**src/rtl/a51_pkg.sv**
```systemverilog
// Shared constants and types for the A5/1 keystream cipher: register geometry,
// feedback taps, clocking/output bit positions and control encodings.
package a51_pkg;

  localparam int unsigned R1_LEN = 19;
  localparam int unsigned R2_LEN = 22;
  localparam int unsigned R3_LEN = 23;

  // Feedback taps as bit masks: R1 {13,16,17,18}, R2 {20,21}, R3 {7,20,21,22}
  localparam logic [R1_LEN-1:0] R1_TAPS = 19'h7_2000;
  localparam logic [R2_LEN-1:0] R2_TAPS = 22'h30_0000;
  localparam logic [R3_LEN-1:0] R3_TAPS = 23'h70_0080;

  localparam int unsigned R1_CLK = 8;
  localparam int unsigned R2_CLK = 10;
  localparam int unsigned R3_CLK = 10;

  localparam int unsigned R1_OUT = 18;
  localparam int unsigned R2_OUT = 21;
  localparam int unsigned R3_OUT = 22;

  typedef enum logic [2:0] {
    ST_IDLE,
    ST_LOAD_KEY,
    ST_LOAD_FRAME,
    ST_WARMUP,
    ST_RUN
  } state_e;

  typedef enum logic [1:0] {
    LFSR_HOLD,
    LFSR_LOAD,
    LFSR_MAJ
  } lfsr_mode_e;

endpackage

```
**src/rtl/a51_stream_cipher_if.sv**
```systemverilog
// Key/frame provisioning and valid/ready data stream bundle of the A5/1 cipher.
interface a51_stream_cipher_if #(
  parameter int unsigned KEY_W   = 64,
  parameter int unsigned FRAME_W = 22,
  parameter int unsigned DATA_W  = 8
);
  logic [KEY_W-1:0]   key;
  logic [FRAME_W-1:0] frame;
  logic               start;
  logic               busy;
  logic [DATA_W-1:0]  in_data;
  logic               in_valid;
  logic               in_ready;
  logic [DATA_W-1:0]  out_data;
  logic               out_valid;
  logic               out_ready;

  modport master (
    output key, frame, start, in_data, in_valid, out_ready,
    input  busy, in_ready, out_data, out_valid
  );

  modport slave (
    input  key, frame, start, in_data, in_valid, out_ready,
    output busy, in_ready, out_data, out_valid
  );
endinterface

```
**src/rtl/a51_lfsr_core.sv**
```systemverilog
// The three A5/1 LFSRs with unconditional load-stepping and majority stepping.
// z_o is the keystream bit of the register values after the requested step.
module a51_lfsr_core
  import a51_pkg::*;
(
  input  logic       clk,
  input  logic       rst,
  input  logic       clear_i,
  input  lfsr_mode_e mode_i,
  input  logic       load_bit_i,
  output logic       z_o
);

  logic [R1_LEN-1:0] r1_q, r1_d;
  logic [R2_LEN-1:0] r2_q, r2_d;
  logic [R3_LEN-1:0] r3_q, r3_d;
  logic              maj, step1, step2, step3, inj;

  always_comb begin
    maj   = (r1_q[R1_CLK] & r2_q[R2_CLK]) | (r1_q[R1_CLK] & r3_q[R3_CLK]) |
            (r2_q[R2_CLK] & r3_q[R3_CLK]);
    step1 = 1'b0;
    step2 = 1'b0;
    step3 = 1'b0;
    inj   = 1'b0;
    case (mode_i)
      LFSR_LOAD: begin
        step1 = 1'b1;
        step2 = 1'b1;
        step3 = 1'b1;
        inj   = load_bit_i;
      end
      LFSR_MAJ: begin
        step1 = (r1_q[R1_CLK] == maj);
        step2 = (r2_q[R2_CLK] == maj);
        step3 = (r3_q[R3_CLK] == maj);
      end
      default: ;
    endcase

    r1_d = step1 ? {r1_q[R1_LEN-2:0], (^(r1_q & R1_TAPS)) ^ inj} : r1_q;
    r2_d = step2 ? {r2_q[R2_LEN-2:0], (^(r2_q & R2_TAPS)) ^ inj} : r2_q;
    r3_d = step3 ? {r3_q[R3_LEN-2:0], (^(r3_q & R3_TAPS)) ^ inj} : r3_q;
    if (clear_i) begin
      r1_d = '0;
      r2_d = '0;
      r3_d = '0;
    end
    z_o = r1_d[R1_OUT] ^ r2_d[R2_OUT] ^ r3_d[R3_OUT];
  end

  always_ff @(posedge clk or posedge rst) begin
    if (rst) begin
      r1_q <= '0;
      r2_q <= '0;
      r3_q <= '0;
    end else begin
      r1_q <= r1_d;
      r2_q <= r2_d;
      r3_q <= r3_d;
    end
  end

endmodule

```
**src/rtl/a51_stream_cipher.sv**
```systemverilog
// A5/1 stream cipher: key/frame setup, warm-up, then DATA_W-bit keystream words
// XORed onto a valid/ready data stream.
module a51_stream_cipher
  import a51_pkg::*;
#(
  parameter int unsigned KEY_W   = 64,
  parameter int unsigned FRAME_W = 22,
  parameter int unsigned WARMUP  = 100,
  parameter int unsigned DATA_W  = 8
) (
  input logic               clk,
  input logic               rst,
  a51_stream_cipher_if.slave bus
);

  localparam int unsigned CNT_MAX = (KEY_W > FRAME_W) ?
                                    ((KEY_W > WARMUP) ? KEY_W : WARMUP) :
                                    ((FRAME_W > WARMUP) ? FRAME_W : WARMUP);
  localparam int unsigned CNT_W = $clog2(CNT_MAX + 1);
  localparam int unsigned KS_W  = $clog2(DATA_W + 1);
  localparam logic [CNT_W-1:0] KEY_LAST   = CNT_W'(KEY_W - 1);
  localparam logic [CNT_W-1:0] FRAME_LAST = CNT_W'(FRAME_W - 1);
  localparam logic [CNT_W-1:0] WARM_LAST  = CNT_W'((WARMUP > 0) ? WARMUP - 1 : 0);
  localparam logic [KS_W-1:0]  KS_FULL    = KS_W'(DATA_W);

  state_e             state_q, state_d;
  logic [CNT_W-1:0]   cnt_q, cnt_d;
  logic [KEY_W-1:0]   key_q, key_d;
  logic [FRAME_W-1:0] frame_q, frame_d;
  logic [DATA_W-1:0]  ks_buf_q, ks_buf_d;
  logic [KS_W-1:0]    ks_cnt_q, ks_cnt_d;
  logic [DATA_W-1:0]  out_data_q, out_data_d;
  logic               out_valid_q, out_valid_d;

  lfsr_mode_e mode;
  logic       load_bit, clear, z, ks_full, in_ready, accept;

  a51_lfsr_core u_core (
    .clk       (clk),
    .rst       (rst),
    .clear_i   (clear),
    .mode_i    (mode),
    .load_bit_i(load_bit),
    .z_o       (z)
  );

  assign ks_full  = (ks_cnt_q == KS_FULL);
  assign in_ready = (state_q == ST_RUN) && ks_full && (!out_valid_q || bus.out_ready) &&
                    !bus.start;
  assign accept   = in_ready && bus.in_valid;

  assign bus.busy      = (state_q == ST_LOAD_KEY) || (state_q == ST_LOAD_FRAME) ||
                         (state_q == ST_WARMUP);
  assign bus.in_ready  = in_ready;
  assign bus.out_data  = out_data_q;
  assign bus.out_valid = out_valid_q;

  // Key and frame are held as right-shifting copies so the next load bit is always bit 0.
  always_comb begin
    clear    = bus.start;
    mode     = LFSR_HOLD;
    load_bit = 1'b0;
    if (!bus.start) begin
      case (state_q)
        ST_LOAD_KEY: begin
          mode     = LFSR_LOAD;
          load_bit = key_q[0];
        end
        ST_LOAD_FRAME: begin
          mode     = LFSR_LOAD;
          load_bit = frame_q[0];
        end
        ST_WARMUP: mode = LFSR_MAJ;
        ST_RUN:    mode = ks_full ? LFSR_HOLD : LFSR_MAJ;
        default: ;
      endcase
    end
  end

  always_comb begin
    state_d     = state_q;
    cnt_d       = cnt_q;
    key_d       = key_q;
    frame_d     = frame_q;
    ks_buf_d    = ks_buf_q;
    ks_cnt_d    = ks_cnt_q;
    out_data_d  = out_data_q;
    out_valid_d = out_valid_q;
    if (bus.start) begin
      state_d     = ST_LOAD_KEY;
      cnt_d       = '0;
      key_d       = bus.key;
      frame_d     = bus.frame;
      ks_buf_d    = '0;
      ks_cnt_d    = '0;
      out_data_d  = '0;
      out_valid_d = 1'b0;
    end else begin
      case (state_q)
        ST_LOAD_KEY: begin
          key_d = key_q >> 1;
          cnt_d = cnt_q + 1'b1;
          if (cnt_q == KEY_LAST) begin
            cnt_d   = '0;
            state_d = ST_LOAD_FRAME;
          end
        end
        ST_LOAD_FRAME: begin
          frame_d = frame_q >> 1;
          cnt_d   = cnt_q + 1'b1;
          if (cnt_q == FRAME_LAST) begin
            cnt_d   = '0;
            state_d = (WARMUP == 0) ? ST_RUN : ST_WARMUP;
          end
        end
        ST_WARMUP: begin
          cnt_d = cnt_q + 1'b1;
          if (cnt_q == WARM_LAST) begin
            cnt_d   = '0;
            state_d = ST_RUN;
          end
        end
        ST_RUN: begin
          // Shifting in at the MSB leaves the first bit of the word at the LSB once full.
          if (!ks_full) begin
            ks_buf_d = {z, ks_buf_q[DATA_W-1:1]};
            ks_cnt_d = ks_cnt_q + 1'b1;
          end
        end
        default: ;
      endcase
      if (accept) begin
        out_data_d  = bus.in_data ^ ks_buf_q;
        out_valid_d = 1'b1;
        ks_cnt_d    = '0;
      end else if (bus.out_ready) begin
        out_valid_d = 1'b0;
      end
    end
  end

  always_ff @(posedge clk or posedge rst) begin
    if (rst) begin
      state_q     <= ST_IDLE;
      cnt_q       <= '0;
      key_q       <= '0;
      frame_q     <= '0;
      ks_buf_q    <= '0;
      ks_cnt_q    <= '0;
      out_data_q  <= '0;
      out_valid_q <= 1'b0;
    end else begin
      state_q     <= state_d;
      cnt_q       <= cnt_d;
      key_q       <= key_d;
      frame_q     <= frame_d;
      ks_buf_q    <= ks_buf_d;
      ks_cnt_q    <= ks_cnt_d;
      out_data_q  <= out_data_d;
      out_valid_q <= out_valid_d;
    end
  end

endmodule
```
**src/flat_wrapper.sv**
```systemverilog
// flat-port wrapper written by rule: the top's interface ports become plain ports
module a51_stream_cipher_flat import a51_pkg::*;
#(
  parameter int unsigned KEY_W   = 64,
  parameter int unsigned FRAME_W = 22,
  parameter int unsigned WARMUP  = 100,
  parameter int unsigned DATA_W  = 8
)
  (clk, rst, bus_key, bus_frame, bus_start, bus_in_data, bus_in_valid, bus_out_ready, bus_busy, bus_in_ready, bus_out_data, bus_out_valid);
  a51_stream_cipher_if #(.KEY_W(KEY_W), .FRAME_W(FRAME_W), .DATA_W(DATA_W)) bus_i ();
  input logic clk;
  input logic rst;
  input wire logic [$bits(bus_i.key)-1:0] bus_key;
  input wire logic [$bits(bus_i.frame)-1:0] bus_frame;
  input wire logic [$bits(bus_i.start)-1:0] bus_start;
  input wire logic [$bits(bus_i.in_data)-1:0] bus_in_data;
  input wire logic [$bits(bus_i.in_valid)-1:0] bus_in_valid;
  input wire logic [$bits(bus_i.out_ready)-1:0] bus_out_ready;
  output wire logic [$bits(bus_i.busy)-1:0] bus_busy;
  output wire logic [$bits(bus_i.in_ready)-1:0] bus_in_ready;
  output wire logic [$bits(bus_i.out_data)-1:0] bus_out_data;
  output wire logic [$bits(bus_i.out_valid)-1:0] bus_out_valid;
  assign bus_i.key = bus_key;
  assign bus_i.frame = bus_frame;
  assign bus_i.start = bus_start;
  assign bus_i.in_data = bus_in_data;
  assign bus_i.in_valid = bus_in_valid;
  assign bus_i.out_ready = bus_out_ready;
  assign bus_busy = bus_i.busy;
  assign bus_in_ready = bus_i.in_ready;
  assign bus_out_data = bus_i.out_data;
  assign bus_out_valid = bus_i.out_valid;
  a51_stream_cipher #(.KEY_W(KEY_W), .FRAME_W(FRAME_W), .WARMUP(WARMUP), .DATA_W(DATA_W)) u_core (.clk(clk), .rst(rst), .bus(bus_i));
endmodule
```
**config.mk**
```make
export PLATFORM = sky130hd
export DESIGN_NAME = a51_stream_cipher_flat
export DESIGN_NICKNAME = d
export VERILOG_FILES = /design/src/rtl/a51_pkg.sv /design/src/rtl/a51_stream_cipher_if.sv /design/src/rtl/a51_lfsr_core.sv /design/src/rtl/a51_stream_cipher.sv /design/src/flat_wrapper.sv
export SDC_FILE = /design/constraint.sdc
export NUM_CORES = 1
export LEC_CHECK = 0
export ABC_CLOCK_PERIOD_IN_PS = 6500
export CAP_MARGIN = 10
export CORE_ASPECT_RATIO = 0.5
export CORE_MARGIN = 4
export CORE_UTILIZATION = 55
export CTS_CLUSTER_SIZE = 24
export DETAILED_ROUTE_END_ITERATION = 10
export HOLD_SLACK_MARGIN = 0.08
export PLACE_DENSITY_LB_ADDON = 0.15
export SYNTH_ARGS = -nofsm -noshare
export SYNTH_HDL_FRONTEND = slang
export SYNTH_SLANG_ARGS = --single-unit
export TNS_END_PERCENT = 100
```
**constraint.sdc**
```tcl
create_clock -name clk -period 6.5 [get_ports clk]
set_input_delay 0.975 -clock clk [delete_from_list [all_inputs] [get_ports clk]]
set_output_delay 0.975 -clock clk [all_outputs]
set_load 0.1 [all_outputs]
```
==> images/io_fan.png <==
(3 px per micron)
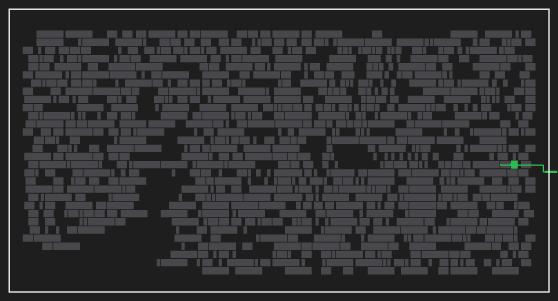
- `bus_out_ready`: green (direction input; end cells 1; wire 18.4 microns)

==> images/flops_by_reg.png <==
(2 px per micron) Other sequential cells in the stronger gray, the rest of the logic in the fainter gray.
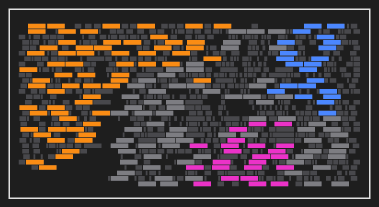
- `u_core.frame_q`: blue (sequential cells 22)
- `u_core.u_core.r3_q`: magenta (sequential cells 23)
- `u_core.key_q`: orange (sequential cells 64)

==> images/wires.png <==
(3 px per micron)
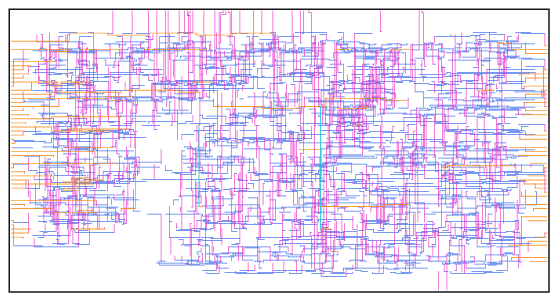
- metal 2: magenta (wire length 6,960 microns)
- metal 1: blue (wire length 7,720 microns)
- metal 4: cyan (wire length 146 microns)
- metal 3: orange (wire length 1,170 microns)

==> images/io_placement.png <==
(2 px per micron) Pins as bars across the die edge, other pins in gray.
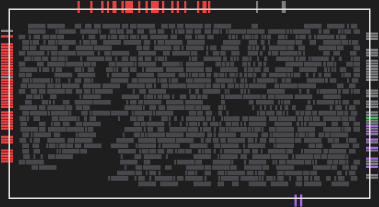
- `bus_key`: red (pins 64; direction input; edge 39 left, 25 top)
- `bus_out_ready`: green (pins 1; direction input; edge right)
- `bus_in_data`: purple (pins 8; direction input; edge 6 right, 2 bottom)
- all pins by edge: 41 left, 39 right, 28 top, 2 bottom

==> ci_impl_report.md <==
## PnR job results

| Metric | Value |
|---|---|
| CTS tree | `yes` |
| Num ports | `110` |
| Chip Area | `16,800 sq um` |
| DR iter-0 viols | `611` |
| Std-Cell Rows | `30` |
| Synth flops | `181` |
| Pre-antenna DRT Iters | `8` |
| Final Cell Area | `9850 sq um` |
| Core Util, Final | `70.5%` |
| Yosys synthesis chip area | `8080 sq um` |
| Outcome | `completed` |
| WHS Endpoint | `u_core.key_q[61]` |
| Seq share, synth | `56.0%` |
| Syn Area/Cell | `11.1 sq um` |
| DR DRC count | `0` |
| Post-synth EDFFs | `0` |
| Fin cells | `1,019` |
| Area grow syn2layout | `21.8%` |
| Global-route wire length before repair | `27.3 mm` |
| Unique cell types | `48` |
| Clock Latency Late Sink | `0.42 ns` |
| Internal reg-to-reg setup slack | `2.71 ns` |
| PortBufs | `109` |
| Startpoint Class | `input pin` |
| P_leak | `4.72 nW` |
| Slew @ Worst Pin | `1.17 ns` |
| Total inserted antenna cells | `0` |
| Setup total negative slack | `0 ns` |
| Asr flop ratio synth | `100%` |
| Maximum VDD drop | `0.165 mV` |
| Via/cell ratio | `5.63` |
| Worst-path clk slew | `0.07 ns` |
| Post-cts sizing count | `0` |
-- logic make-up after synthesis --
family                   count (synthesis)  share of synthesized area, %
AND-OR/OR-AND                          128                          13.1
XOR/XNOR                                22                          2.55
adder cells (fa/ha/maj)                  7                          1.08
buffers and inverters                  129                          6.27
flip-flops                             181                          56.0
multiplexers                            91                          11.3
AND/OR/NAND/NOR                        173                          9.66
-- worst max path at each step --
stage / cells past startpoint / end / startpoint
2_1_floorplan: 1 / u_core.bus.out_data[0] / rst
3_3_place_gp: 12 / u_core.ks_buf_q[7] / bus_start
3_5_place_dp: 12 / u_core.ks_buf_q[7] / bus_start
4_1_cts: 4 / bus_in_ready / bus_start
5_1_grt: 4 / bus_in_ready / bus_start
6_report: 4 / bus_in_ready / bus_start
-- synthesized netlist by cell type, types with 2 or more instances --
library cell and count:
dfrtp_1 181, mux2i_1 91, nor2_1 87, inv_1 78
a222oi_1 63, nand2_1 45, clkbuf_1 34, o21ai_0 28
xnor2_1 19, buf_2 12, a211oi_1 7, ha_1 7
nand3_1 7, a21oi_1 6, nor3_1 5, and3_1 4
buf_1 4, nand4_1 4, a22o_1 3, a311oi_2 3
a31oi_1 3, nand2b_1 3, nand3b_1 3, nor2b_1 3
o21ai_1 3, nor3b_1 2, o21ba_2 2, o21bai_1 2
o31ai_1 2, xor2_1 2
-- critical path, cell delays in order --
cell and delay (ns):
buf_6 0.59, inv_1 0.37, and3_1 0.29, clkdlybuf4s50_1 0.96
-- layer usage --
metal  vias up  wire length, microns  GRT usage, %
met5         -                     0             0
met4         0                   145          4.94
met3        12                  1170          7.00
met2       167                  6960          28.5
met1      2793                  7720          28.6
li1       2766                     -             -
-- flip-flops by register name, indices dropped and copies added (netlist names), 7 cells and up --
signal / flops
u_core.bus.out_data: 8
u_core.cnt_q: 7
u_core.frame_q: 22
u_core.key_q: 64
u_core.ks_buf_q: 8
u_core.u_core.r1_q: 19
u_core.u_core.r2_q: 22
u_core.u_core.r3_q: 23
-- cell type report --
class	count	area (sq um)	share of cell area [%]
Inverter	78	298	3.02
Tap cell	192	240	2.44
Timing Repair Buffer	116	1140	11.6
Clock inverter	13	124	1.26
Clock buffer	18	429	4.36
Sequential cell	181	4530	46.0
Multi-Input combinational cell	421	3080	31.3
-- stage by stage --
stage                     setup WS [ns]  hold slack (ns)  power [mW]
after CTS                          2.29            0.498        2.41
after global placement             2.08            0.471        1.43
after floorplan                   0.610            0.459        1.34
after global routing               2.12            0.515        2.49
after detailed placement           1.96            0.480        1.43
final                              2.28            0.497        2.38
-- layout by cell type (no fill, tap or decap), drive strengths merged, types with 4 or more instances in the layout --
cell type / count
dfrtp: 181
clkdlybuf4s50: 108
mux2i: 91
nor2: 87
inv: 83
a222oi: 63
nand2: 45
o21ai: 31
xnor2: 19
clkbuf: 18
buf: 8
nand3: 7
a211oi: 7
ha: 7
a21oi: 7
nor3: 5
and3: 4
nand4: 4
clkinv: 4
-- power breakdown --
| part | internal [mW] | switching (mW) |
|---|---|---|
| clock | 0.531 | 0.440 |
| combinational | 0.104 | 0.0984 |
| sequential | 1.18 | 0.0311 |
| total | 1.81 | 0.570 |
No activity file was given, so power comes from the tool's default toggle rates.
